==> config.mk <==
export PLATFORM = sky130hd
export DESIGN_NAME = muldiv_unit
export DESIGN_NICKNAME = d
export VERILOG_FILES = /design/src/rtl/muldiv_pkg.sv /design/src/rtl/muldiv_unit.sv
export SDC_FILE = /design/constraint.sdc
export NUM_CORES = 1
export LEC_CHECK = 0
export CORE_UTILIZATION = 62
export DETAILED_ROUTE_END_ITERATION = 8
export PLACE_DENSITY = 0.83
export SYNTH_ARGS = -nofsm -noshare
export SYNTH_HDL_FRONTEND = slang
export SYNTH_SLANG_ARGS = --single-unit
==> constraint.sdc <==
create_clock -name clk -period 6.9 [get_ports clk]
set_input_delay 1.035 -clock clk [delete_from_list [all_inputs] [get_ports clk]]
set_output_delay 1.035 -clock clk [all_outputs]
set_load 0.01 [all_outputs]
==> src/rtl/muldiv_pkg.sv <==
// muldiv_pkg: shared RV32M op encoding and FSM state type for the iterative mul/div unit.
package muldiv_pkg;

    typedef enum logic [2:0] {
        OP_MUL    = 3'b000,
        OP_MULH   = 3'b001,
        OP_MULHSU = 3'b010,
        OP_MULHU  = 3'b011,
        OP_DIV    = 3'b100,
        OP_DIVU   = 3'b101,
        OP_REM    = 3'b110,
        OP_REMU   = 3'b111
    } muldiv_op_t;

    typedef enum logic [1:0] {
        S_IDLE = 2'b00,
        S_BUSY = 2'b01,
        S_DONE = 2'b10
    } muldiv_state_t;

endpackage

==> src/rtl/muldiv_unit.sv <==
// muldiv_unit: RV32M multiply/divide, one bit per cycle via shift-add and restoring division,
// with sign handled by magnitude pre-correction and result post-negation.
module muldiv_unit
    import muldiv_pkg::*;
#(
    parameter int DATA_WIDTH = 32,
    parameter int CNT_WIDTH  = $clog2(DATA_WIDTH + 1)
) (
    input  logic                  clk,
    input  logic                  rst_n,
    input  logic                  start,
    input  logic [2:0]            op,
    input  logic [DATA_WIDTH-1:0] src_a,
    input  logic [DATA_WIDTH-1:0] src_b,
    input  logic                  flush,
    output logic                  ready,
    output logic                  busy,
    output logic                  done,
    output logic [DATA_WIDTH-1:0] result
);

    localparam int W = DATA_WIDTH;

    muldiv_state_t  r_state, w_next;
    muldiv_op_t     r_op;
    logic [CNT_WIDTH-1:0] r_cnt;
    logic           r_neg;
    logic [W-1:0]   r_b;
    logic [2*W-1:0] r_acc;
    logic [W-1:0]   r_result;

    logic           w_accept, w_is_div, w_a_neg, w_b_neg, w_div0, w_ovf, w_special, w_last;
    logic [W-1:0]   w_a_mag, w_b_mag, w_spec_res, w_final;
    logic [W:0]     w_sum, w_shift, w_diff;
    logic [2*W-1:0] w_mul_next, w_div_next, w_step, w_prod_fix;

    assign ready  = r_state != S_BUSY;
    assign busy   = r_state == S_BUSY;
    assign done   = r_state == S_DONE;
    assign result = r_result;

    assign w_accept  = start & ready & ~flush;
    assign w_is_div  = op[2];
    assign w_a_neg   = (op == OP_MULH || op == OP_MULHSU || op == OP_DIV || op == OP_REM) & src_a[W-1];
    assign w_b_neg   = (op == OP_MULH || op == OP_DIV || op == OP_REM) & src_b[W-1];
    assign w_a_mag   = w_a_neg ? -src_a : src_a;
    assign w_b_mag   = w_b_neg ? -src_b : src_b;
    assign w_div0    = w_is_div && src_b == '0;
    assign w_ovf     = (op == OP_DIV || op == OP_REM) && src_a == {1'b1, {(W-1){1'b0}}} && &src_b;
    assign w_special = w_div0 | w_ovf;
    assign w_spec_res = w_div0 ? (op[1] ? src_a : '1) : (op[1] ? '0 : src_a);

    // Product register: upper half accumulates, multiplier shifts out of the low end.
    assign w_sum      = {1'b0, r_acc[2*W-1:W]} + {1'b0, r_b};
    assign w_mul_next = r_acc[0] ? {w_sum, r_acc[W-1:1]} : {1'b0, r_acc[2*W-1:1]};
    // Division register: {remainder, dividend/quotient}, quotient bits enter at the bottom.
    assign w_shift    = {r_acc[2*W-1:W], r_acc[W-1]};
    assign w_diff     = w_shift - {1'b0, r_b};
    assign w_div_next = w_diff[W] ? {w_shift[W-1:0], r_acc[W-2:0], 1'b0}
                                  : {w_diff[W-1:0], r_acc[W-2:0], 1'b1};
    assign w_step     = r_op[2] ? w_div_next : w_mul_next;
    assign w_prod_fix = r_neg ? -w_step : w_step;
    assign w_final    = r_op[2] ? (r_op[1] ? (r_neg ? -w_step[2*W-1:W] : w_step[2*W-1:W])
                                           : (r_neg ? -w_step[W-1:0] : w_step[W-1:0]))
                                : (r_op[1:0] == 2'b00 ? w_prod_fix[W-1:0] : w_prod_fix[2*W-1:W]);
    assign w_last     = r_cnt == CNT_WIDTH'(1);

    always_comb begin
        w_next = r_state;
        if (flush)
            w_next = S_IDLE;
        else if (r_state == S_BUSY)
            w_next = w_last ? S_DONE : S_BUSY;
        else if (w_accept)
            w_next = w_special ? S_DONE : S_BUSY;
        else
            w_next = S_IDLE;
    end

    always_ff @(posedge clk) begin
        if (!rst_n) begin
            r_state  <= S_IDLE;
            r_cnt    <= '0;
            r_result <= '0;
        end else begin
            r_state <= w_next;
            if (w_accept) begin
                r_cnt <= CNT_WIDTH'(W);
                if (w_special)
                    r_result <= w_spec_res;
            end else if (r_state == S_BUSY) begin
                r_cnt <= r_cnt - CNT_WIDTH'(1);
                if (w_last && !flush)
                    r_result <= w_final;
            end
        end
    end

    always_ff @(posedge clk) begin
        if (w_accept) begin
            r_op  <= muldiv_op_t'(op);
            r_neg <= (w_is_div && op[1]) ? w_a_neg : w_a_neg ^ w_b_neg;
            r_b   <= w_is_div ? w_b_mag : w_a_mag;
            r_acc <= {{W{1'b0}}, w_is_div ? w_a_mag : w_b_mag};
        end else if (r_state == S_BUSY) begin
            r_acc <= w_step;
        end
    end

endmodule

==> run_1/congestion.png <==
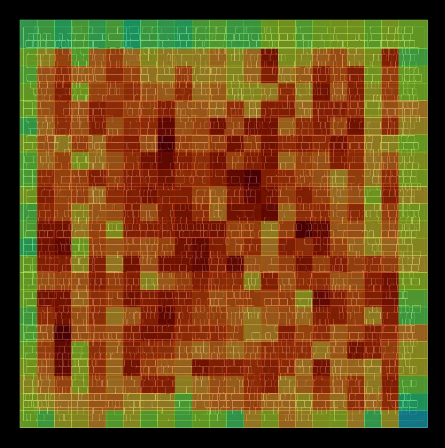
Total GRT Usage: 45.0%
final core occ: 71.0%

==> run_1/clk_routes.png <==
Drawn at 1.5 px/µm.
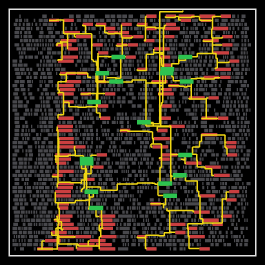
clock drivers -> green  # count 17
flip-flops -> red  # count 140
clock wires -> yellow  # length 2070 µm
flops lie = all over the die

==> run_1/layer_met4.png <==
Drawn at 2 px/µm. Cells faint in the background.
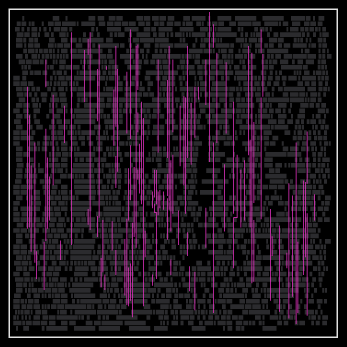
wire length on this layer = 3820 µm
nets with wire on the layer = 93

==> run_1/wires.png <==
Drawn at 2 px/µm.
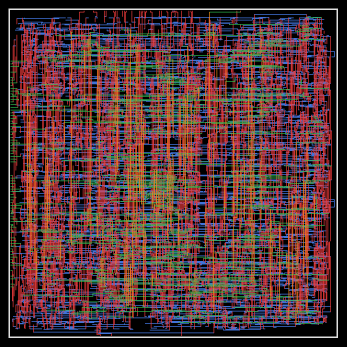
metal 4 -> orange  # wire length 3820 µm
metal 1 -> blue  # wire length 23.1 mm
metal 2 -> red  # wire length 26.5 mm
metal 3 -> green  # wire length 7040 µm

==> flow_metrics.env, run 1 <==
# yosys + openroad results
export IMPL_dr_wl_met2_um=26500
export IMPL_ys_flops=140
export IMPL_fp_util_pct=63.7
export IMPL_cts_setup_buffers=0
export IMPL_rr_endpoint="result[16]$_SDFFE_PN0P_"
export IMPL_crit_type="reg2reg"
export IMPL_finalMaxSlewViolations=0
export IMPL_die_area_um2=26700
export IMPL_cap_violations=0
export IMPL_r2r_setup_slack_ps=330
export IMPL_io_buffers=105
export IMPL_async_flop_share_pct=0
export IMPL_dieWidth_um=163
export IMPL_synth_distinct_cells=94
export IMPL_critPathSlowestCell="o21ai_0"
export IMPL_cp_arrival_ps=6940
export IMPL_pg_clk_mw=0.957
export IMPL_simple_gate_area_share_pct=21.1
export IMPL_route_vias_total=17736
export IMPL_crit_top_cell="or2_2"
export IMPL_ctsHoldBuffers=0
export IMPL_tightest_slew_ps=1320
export IMPL_cts_buffers=17
export IMPL_hp_class="reg2reg"
export IMPL_worstHoldPathCells=2
export IMPL_critPathBufInv=2
export IMPL_diodes=0
export IMPL_status="finished, final reports clean"
export IMPL_synth_adder_area_share_pct=7.12
export IMPL_placed_cell_area_um2=17400
export IMPL_hold_viol=0
export IMPL_switching_share_pct=41.4
export IMPL_leakage_nw=6.88
export IMPL_hold_end="result[2]$_SDFFE_PN0P_"
export IMPL_num_fill_cells=2095
export IMPL_crit_chain="inv_1, ha_1, fa_1, nor2b_1, o31ai_1, a31o_2, a21oi_2, o31a_1, nor3_1, a21oi_1, ha_1, nor3b_1, o221ai_1, or2_2, or2_2, or2_2, or4_1, o21ai_0, inv_1, o41ai_1, nand2_1, o211ai_1, o21ai_0, a21oi_1"
export IMPL_power_leader="combinational logic"
export IMPL_syn_area_um2=16100
export IMPL_ys_seq_share_pct=21.6
export IMPL_crit_cells=24
export IMPL_tool_warnings=30
export IMPL_min_from="result[2]$_SDFFE_PN0P_"
export IMPL_ys_sh_xor_pct=9.56
export IMPL_met3WireLength_um=7040
export IMPL_die_y_um=163
export IMPL_firstDrtPassIters=6
export IMPL_routed_top_layer="met4"
export IMPL_power_density_nw_per_um2=191
export IMPL_clock_power_share_pct=27.8
export IMPL_ys_flop_type="dfxtp_1"
export IMPL_rsz0062_at_grt="false"
export IMPL_drc=0
export IMPL_yosys_cells=2139
export IMPL_routed_wl_um=60500
export IMPL_stdcell_area_um2=18000
export IMPL_p_seq_mw=0.999
export IMPL_clockBufferDepth=2
export IMPL_rr_worst_depth=24
export IMPL_cts_sinks=140
export IMPL_dr_first_iter_drc_count=2373
export IMPL_grt_pass1_wl_um=91800
export IMPL_core_um2=25300
export IMPL_pwr_share_seq_pct=29.1
export IMPL_p_int_mw=2.01
export IMPL_timing_fmax_mhz=152
export IMPL_worst_setup_path_start_kind="flop"
export IMPL_cts_tree="yes"
export IMPL_clock_skew_ps=11.7
export IMPL_top_area_share_pct=12.7
export IMPL_worstSetupEndpointType="flop"
export IMPL_nets=2319
export IMPL_logic_area_um2=11800
export IMPL_p_switching_mw=1.42
export IMPL_via_per_inst=7.04
export IMPL_r2r_start="r_acc[31]$_DFFE_PP_"
export IMPL_path_max_fanout=5
export IMPL_regMostFlops="r_acc"
export IMPL_area_delta_synth_final_pct=11.6
export IMPL_insertion_delay_ps=440
export IMPL_pg_comb_mw=1.48
export IMPL_slew_headroom_pct=11.6
export IMPL_cts_htree_levels=4
export IMPL_cts_resized_gates=0
export IMPL_synth_avg_cell_area_um2=7.54
export IMPL_synth_chip_area_um2=16100
export IMPL_totalPowerFinal_mw=3.44
export IMPL_grt_max_degree=133
export IMPL_post_drt_wl_per_cell_um=24.0
export IMPL_max_vdd_ir_drop_v=0.000164
export IMPL_io_pin_count=106
export IMPL_yosys_area_top_type="edfxtp_1"
export IMPL_met1_length_um=23100
export IMPL_mux_area_share_pct=7.22
export IMPL_crit_path_start="r_acc[31]$_DFFE_PP_"
export IMPL_critical_path_top_delay_family="AND-OR/OR-AND gates"
export IMPL_synthesis_instances=2139
export IMPL_drive_above_1_share_pct=6.26
export IMPL_place_hpwl_um=46400
export IMPL_clockRootBuffer="clkbuf_16"
export IMPL_period_used_pct=95.3
export IMPL_crit_path_max_incr_delay_ps=610
export IMPL_grt_pass1_vias=16304
export IMPL_yosys_dominant_comb_family="AND-OR/OR-AND gates"
export IMPL_setup_viol=0
export IMPL_worstPathRequired_ps=7260
export IMPL_yosysWarnings=0
export IMPL_min_period_ps=6570
export IMPL_setup_tns_ps=0
export IMPL_routabilityCongestion=1.01
export IMPL_synthTopCellsByArea="edfxtp_1 13%, dfxtp_1 8.9%, a21oi_1 7.2%"
export IMPL_ff_latch_area_um2=3480
export IMPL_aoi_share_pct=28.2
==> run 1: layout by cell type (no fill, tap or decap), drive strengths merged, types with 17 or more instances in the layout <==
cell	n
a211oi	27
a21o	31
a21oi	232
a22o	20
a31oi	22
and3	17
buf	43
clkbuf	18
clkdlybuf4s50	104
dfxtp	72
edfxtp	68
ha	71
inv	87
maj3	22
mux2i	104
nand2	199
nand3	36
nand4	33
nor2	199
nor3	66
nor4	24
o211ai	25
o21a	18
o21ai	158
o31ai	30
or3	28
xnor2	109
xor2	67
==> run 1: through the flow <==
stage / cells / worst slack (ps) / util (%)
6_report: 2518 / 327 / 71.0
5_1_grt: 2518 / 20.4 / 71.0
4_1_cts: 2518 / 467 / 71.0
3_5_place_dp: 2486 / 580 / 68.7
3_3_place_gp: 2486 / 825 / 68.7
2_1_floorplan: 2139 / 1160 / -
==> run 1: per-layer routing <==
metal / GRT usage, % / vias up
met5: 0 / -
met2: 70.6 / 1292
li1: - / 8004
met4: 26.8 / 0
met3: 8.38 / 242
met1: 57.4 / 8198
==> run 1: synthesized netlist by cell type (30+ instances only) <==
cell        n
a21o_1     30
a21oi_1   231
clkbuf_1   97
dfxtp_1    72
edfxtp_1   68
ha_1       71
inv_1      80
mux2i_1   104
nand2_1   197
nand3_1    36
nand4_1    33
nor2_1    198
nor3_1     65
o21ai_0   151
xnor2_1   109
xor2_1     67
==> run 1: final cells by class <==
| cell class | instances | area share [%] |
|---|---|---|
| repair buffers | 147 | 7.65 |
| clock buffers | 18 | 2.39 |
| well taps | 330 | 2.30 |
| multi-input cells | 1786 | 65.7 |
| clock inverters | 14 | 0.890 |
| inverters | 83 | 1.73 |
| flip-flops and latches | 140 | 19.4 |
==> run 1: worst min-delay path, cell delays in order (launching register included) <==
cell	delay, ps
dfxtp_1	310
nand2_1	50
a21oi_1	50
--- run 2 (diff from run 1) ---
GPL_TIMING_DRIVEN = 0   (was not set)
==> run_2/wires.png <==
Drawn at 2 px/µm.
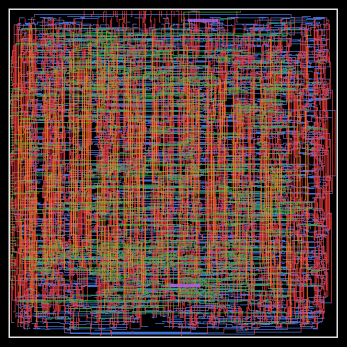
metal 5 -> purple  # wire length 27.6 µm
metal 2 -> red  # wire length 29.9 mm
metal 1 -> blue  # wire length 24.0 mm
metal 3 -> green  # wire length 9540 µm
metal 4 -> orange  # wire length 6960 µm

==> run_2/layer_met4.png <==
Drawn at 2 px/µm. Cells faint in the background.
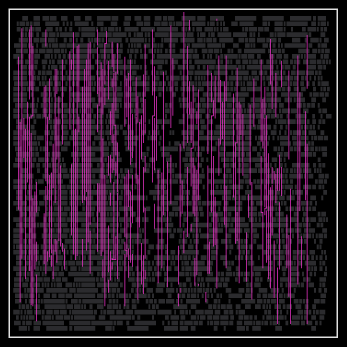
main direction = vertical
share of all routed wire = 9.9%
wire length on this layer = 6960 µm
longest straight run = 115 µm
nets with wire on the layer = 160

==> run 2 against run 1 <==
The flow now finishes with violations (capacitance limit, setup timing); wire length rose by 17%; maximum frequency shrank 9.0%; final cell count up 3.7%; combinational power increased by 4%; sequential share of layout area fell by 0.39 points; setup slack worse by 650 ps; critical path depth is 11 lower; critical endpoint is now result[15]$_SDFFE_PN0P_; largest power group unchanged.
==> flow_metrics.env, run 2 <==
# yosys + openroad results
export IMPL_status="finished with violations"
export IMPL_violations="capacitance limit, setup timing"
export IMPL_r2r_start="r_op[2]$_DFFE_PP_"
export IMPL_lay_top_cells="230 x a21oi_1, 197 x nor2_1, 197 x nand2_1, 148 x o21ai_0, 109 x xnor2_1"
export IMPL_aoi_share_pct=28.2
export IMPL_yosysWarnings=0
export IMPL_async_flop_share_pct=0
export IMPL_p_seq_mw=1.01
export IMPL_drc=0
export IMPL_cts_buffers=17
export IMPL_yosys_area_top_type="edfxtp_1"
export IMPL_final_common_cell="a21oi_1"
export IMPL_tightest_slew_ps=1490
export IMPL_period_used_pct=105
export IMPL_synth_distinct_cells=94
export IMPL_routabilityCongestion=1.11
export IMPL_switching_share_pct=42.6
export IMPL_yosys_cells=2139
export IMPL_io_buffers=104
export IMPL_placed_cell_area_um2=17600
export IMPL_ys_flop_type="dfxtp_1"
export IMPL_firstDrtPassIters=7
export IMPL_cts_htree_levels=4
export IMPL_crit_type="reg2reg"
export IMPL_clockBufferDepth=2
export IMPL_ff_latch_area_um2=3480
export IMPL_cts_tree="yes"
export IMPL_cts_sinks=140
export IMPL_synth_adder_area_share_pct=7.12
export IMPL_cap_violations=1
export IMPL_min_from="result[3]$_SDFFE_PN0P_"
export IMPL_yosys_dominant_comb_family="AND-OR/OR-AND gates"
export IMPL_layout_setup_ws_ps=-322
export IMPL_insertion_delay_ps=450
export IMPL_worstSetupEndpointType="flop"
export IMPL_setup_viol=2
export IMPL_top_area_share_pct=12.7
export IMPL_timing_fmax_mhz=138
export IMPL_rr_worst_depth=13
export IMPL_worstHoldPathCells=2
export IMPL_pwr_share_seq_pct=28.7
export IMPL_grt_pass1_wl_um=105000
export IMPL_die_area_um2=26700
export IMPL_gr_usage_all_layers_pct=52.6
export IMPL_place_hpwl_um=54800
export IMPL_dr_first_iter_drc_count=2885
export IMPL_nets=2411
export IMPL_mux_area_share_pct=7.22
export IMPL_leakage_nw=6.95
export IMPL_num_fill_cells=2031
export IMPL_io_pin_count=106
export IMPL_syn_area_um2=16100
export IMPL_hold_end="result[3]$_SDFFE_PN0P_"
export IMPL_ys_flops=140
export IMPL_via_per_inst=7.26
export IMPL_power_density_nw_per_um2=192
export IMPL_routed_wl_um=70500
export IMPL_ys_seq_share_pct=21.6
export IMPL_grt_max_degree=37
export IMPL_common_cells="231 x a21oi_1, 198 x nor2_1, 197 x nand2_1"
export IMPL_synth_avg_cell_area_um2=7.54
export IMPL_power_leader="combinational logic"
export IMPL_synth_chip_area_um2=16100
export IMPL_ys_sh_xor_pct=9.56
export IMPL_clock_skew_ps=12.6
export IMPL_pg_comb_mw=1.54
export IMPL_stdcell_area_um2=18400
export IMPL_p_switching_mw=1.50
export IMPL_crit_path_start="r_op[2]$_DFFE_PP_"
export IMPL_worst_setup_path_start_kind="flop"
export IMPL_synthesis_instances=2139
export IMPL_clock_power_share_pct=27.5
export IMPL_hp_class="reg2reg"
export IMPL_hold_viol=0
export IMPL_r2r_setup_slack_ps=-320
export IMPL_die_y_um=163
export IMPL_worstPathRequired_ps=7160
export IMPL_core_um2=25300
export IMPL_logic_area_um2=11900
export IMPL_rr_endpoint="result[15]$_SDFFE_PN0P_"
export IMPL_diodes=0
## run 2: cell counts after synthesis
Identical to the previous run, type by type.
## run 2: area by class of cell
type,instances,share of cell area [%]
Inverter,83,1.70
Buffer,124,2.79
Tap cell,330,2.25
Clock buffer,19,2.36
Timing Repair Buffer,115,6.28
Sequential cell,140,19.0
Clock inverter,13,0.845
Multi-Input combinational cell,1786,64.8
## run 2: worst max-delay path: stages, from the launching register on
cell and delay (ps):
edfxtp_1 540, buf_2 380, buf_2 720, buf_1 860
clkbuf_1 790, clkbuf_1 550, nor2_1 170, a2111oi_1 660
nand2_1 440, o21a_1 300, xor2_1 180, mux2i_1 100
a2111oi_1 1150, nor3_1 170
## run 2: layer usage
| metal | GRT usage (%) | wire [µm] | vias up |
|---|---|---|---|
| met4 | 43.8 | 6960 | 4 |
| met3 | 17.4 | 9540 | 494 |
| met5 | 0 | 27 | - |
| li1 | - | - | 8191 |
| met2 | 80.8 | 29900 | 1614 |
| met1 | 59.2 | 24000 | 8655 |
## run 2: timing repair
| action | 4_1_cts | 5_1_grt |
|---|---|---|
| setup buffers | 4 | 4 |
| setup endpoints to repair | 29 | 12 |
| gates resized | 14 | 12 |
| pin swaps | 2 | 2 |
| hold buffers | 0 | 0 |
## run 2: per-stage QoR
stage / utilization (%) / power (mW) / TNS, ps / instances
after floorplan: - / 2.00 / 0 / 2139
after CTS: 72.1 / 3.41 / 0 / 2608
after detailed placement: 69.5 / 2.46 / -15090 / 2574
after global placement: 69.4 / 2.43 / -13950 / 2573
final: 72.5 / 3.53 / -558 / 2610
after global routing: 72.5 / 3.63 / -82.6 / 2610
## run 2: kinds of logic after synthesis
logic type | Yosys count
xor+xnor | 176
compound gates | 698
flops | 140
simple gates | 702
mux | 115
buf+inv | 213
fa+ha+maj | 95
Power figures rest on the tool's default switching activity, not on a simulated workload.
